### Gate families picked out

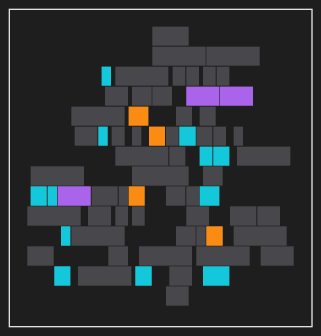
### Track usage over the die

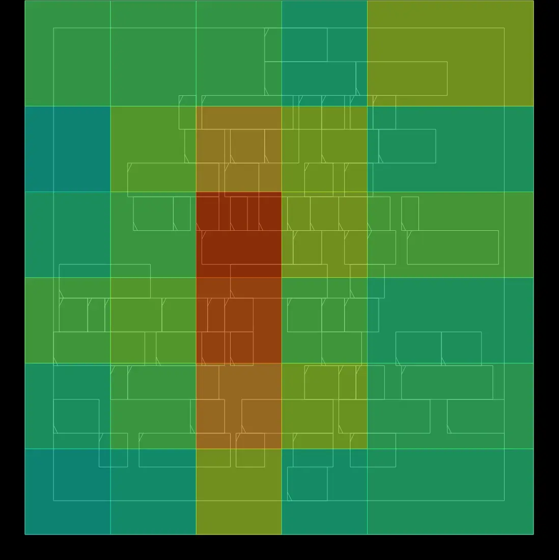
### Sequential cells grouped by signal name

Scale bar: 10 um. Other sequential cells in the stronger gray, the rest of the logic in the fainter gray.
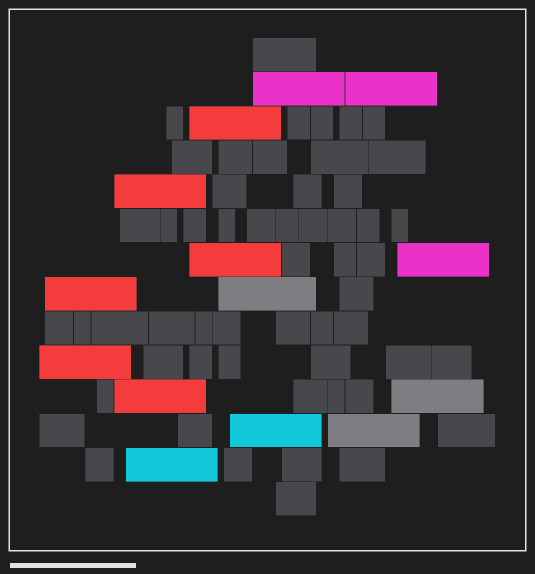
### src/rtl/debounce.sv
// Push-button debouncer: 2-flop synchronizer, 2^D-clock sample prescaler and an
// L-sample qualification counter that accepts a new level, with rise/fall strobes.
module debounce #(
  parameter int D = 6,
  parameter int L = 8
) (
  input  logic clk,
  input  logic rst,
  input  logic in,
  output logic db,
  output logic rise,
  output logic fall
);

  localparam int CW = (L > 1) ? $clog2(L) : 1;
  localparam logic [CW-1:0] CNT_LAST = CW'(L - 1);

  logic          sync_reg [0:1];
  logic [D-1:0]  pre_reg;
  logic [CW-1:0] cnt_reg;
  logic [CW-1:0] cnt_next;
  logic          db_reg;
  logic          db_next;
  logic          rise_reg;
  logic          rise_next;
  logic          fall_reg;
  logic          fall_next;
  logic          s;
  logic          tick;

  // Synchronizer chain; stage 0 takes the raw pin, later stages take the previous stage.
  for (genvar gi = 0; gi < 2; gi++) begin : g_sync
    if (gi == 0) begin : g_first
      always_ff @(posedge clk) begin
        if (rst) sync_reg[gi] <= 1'b0;
        else     sync_reg[gi] <= in;
      end
    end else begin : g_rest
      always_ff @(posedge clk) begin
        if (rst) sync_reg[gi] <= 1'b0;
        else     sync_reg[gi] <= sync_reg[gi-1];
      end
    end
  end

  assign s    = sync_reg[1];
  assign tick = &pre_reg;

  // Free-running prescaler; natural D-bit wrap gives the 0..2^D-1 sequence.
  always_ff @(posedge clk) begin
    if (rst) pre_reg <= '0;
    else     pre_reg <= pre_reg + D'(1);
  end

  always_comb begin
    cnt_next  = cnt_reg;
    db_next   = db_reg;
    rise_next = 1'b0;
    fall_next = 1'b0;
    if (tick) begin
      if (s == db_reg) begin
        cnt_next = '0;
      end else if (cnt_reg == CNT_LAST) begin
        db_next   = s;
        cnt_next  = '0;
        rise_next = s;
        fall_next = ~s;
      end else begin
        cnt_next = cnt_reg + CW'(1);
      end
    end
  end

  always_ff @(posedge clk) begin
    if (rst) begin
      cnt_reg  <= '0;
      db_reg   <= 1'b0;
      rise_reg <= 1'b0;
      fall_reg <= 1'b0;
    end else begin
      cnt_reg  <= cnt_next;
      db_reg   <= db_next;
      rise_reg <= rise_next;
      fall_reg <= fall_next;
    end
  end

  assign db   = db_reg;
  assign rise = rise_reg;
  assign fall = fall_reg;

endmodule

### config.mk
export PLATFORM = sky130hd
export DESIGN_NAME = debounce
export DESIGN_NICKNAME = d
export VERILOG_FILES = /design/src/rtl/debounce.sv
export SDC_FILE = /design/constraint.sdc
export NUM_CORES = 1
export LEC_CHECK = 0
export ABC_AREA = 0
export CAP_MARGIN = 40
export CORE_AREA = 2 2 39 41
export DETAILED_ROUTE_END_ITERATION = 12
export DIE_AREA = 0 0 41 43
export GPL_ROUTABILITY_DRIVEN = 0
export PLACE_DENSITY_LB_ADDON = 0.25
export SYNTH_ARGS = -nofsm -noshare
export SYNTH_HDL_FRONTEND = slang
export SYNTH_SLANG_ARGS = --single-unit
### constraint.sdc
create_clock -name clk -period 1.45 [get_ports clk]
set_input_delay 0.3625 -clock clk [delete_from_list [all_inputs] [get_ports clk]]
set_output_delay 0.3625 -clock clk [all_outputs]
set_load 0.005 [all_outputs]
==> impl_metrics.ini <==
; generated from flow reports
[synth]
logic_family = simple AND/OR/NAND/NOR gates
async_flop_share = 0
avgSynthCellArea_um2 = 9.58
yosys_cells = 58
synth-compound-area-share = 0.0878
synth.cell_area_um2 = 556
synth_seq_share = 0.505
top_area_frac = 0.505
synthesis.nets = 64
syn_inst = 58
synthXorXnorAreaFrac = 0.0631
yosys_warnings = 0
synthTopCellsByArea = dfxtp_1 (50%), ha_1 (6.8%), nor2b_1 (5.6%)
yosysMostFrequentCell = dfxtp_1
ff_type = dfxtp_1

[run]
warnings = 26
drv_cap = 0

[layout]
clockBufferCount = 4
area.combinational_um2 = 273
nNonClkBuffers = 8
drive_gt1_frac = 0.159
antenna_cells = 0
ff_count = 14
num-fill-cells = 127

[clocking]
clock-sinks = 14
h-tree-depth = 1
postCtsHoldBufs = 0
cts_setup_buffers = 1

[setup_path]
crit_arrival_ns = 1.53
max_stage_delay_ns = 0.36
r2r-end = rise$_SDFF_PP0_
cp_num_buf_inv = 0
reg2reg_depth = 5
critPathTopFamily = simple AND/OR/NAND/NOR gates
r2r-start = cnt_reg[0]$_SDFFE_PP0P_
crit_required_ns = 1.65
slowest_stage = dfxtp_1
r2r_setup_slack_ns = 0.12
cp.depth = 5

[power]
p_per_area_nw_per_um2 = 1030
p_comb_frac = 0.045
power_frac_clock = 0.390
ir_drop_v = 0.000550
clk-power_mw = 0.277
pwr-share-seq = 0.565
internal_power_mw = 0.564

[min_path]
holdPathStages = 1
hp-start = sync_reg[0]$_SDFF_PP0_

[placed_design]
placement.setup.worst_slack_ns = 0.0379
dp.cells = 80
hpwlAfterDp_um = 646
dpl_cell_area_um2 = 637

[detailed_routing]
num_vias = 418
drt_iter0_markers = 2
drt-total-wl_um = 924
wl_met2_um = 428
via_per_inst = 4.92

[status]
status = completed

[final_timing]
fmax_ghz = 0.753
finClkSkew_ns = 0.00380
setup-violations-final = 0
fin_ws_ns = 0.121
finalCriticalPeriod_ns = 1.33

[floorplan]
fp-utilization = 0.401
die_area_um2 = 1760
ios = 6
die_w_um = 41
die_h_um = 43

[global_routing]
antenna_found_initial = 0
About 'Gate families picked out':
Key: purple = fa/ha/maj cells [cells 3]; cyan = nor cells [cells 12]; orange = and/or cells [cells 4, where center]
most numerous logic cell after layout: dfxtp_1
post-route non-filler standard cell count: 85
multi-input combinational area share: 0.397

About 'Track usage over the die':
met2 Track Usage GR: 0.163
routed len/inst: 10.9 um
gr usage total: 0.117
M3 GR Usage: 0.0314

About 'Sequential cells grouped by signal name':
Key: red = `pre_reg` [placed flops 6]; magenta = `cnt_reg` [placed flops 3]; cyan = `sync_reg` [placed flops 2]
Another 3 sequential cells are not colored.
register area: 282 um^2
fraction of area in registers: 0.410
post-layout util: 0.496

No activity file was given, so power comes from the tool's default toggle rates.
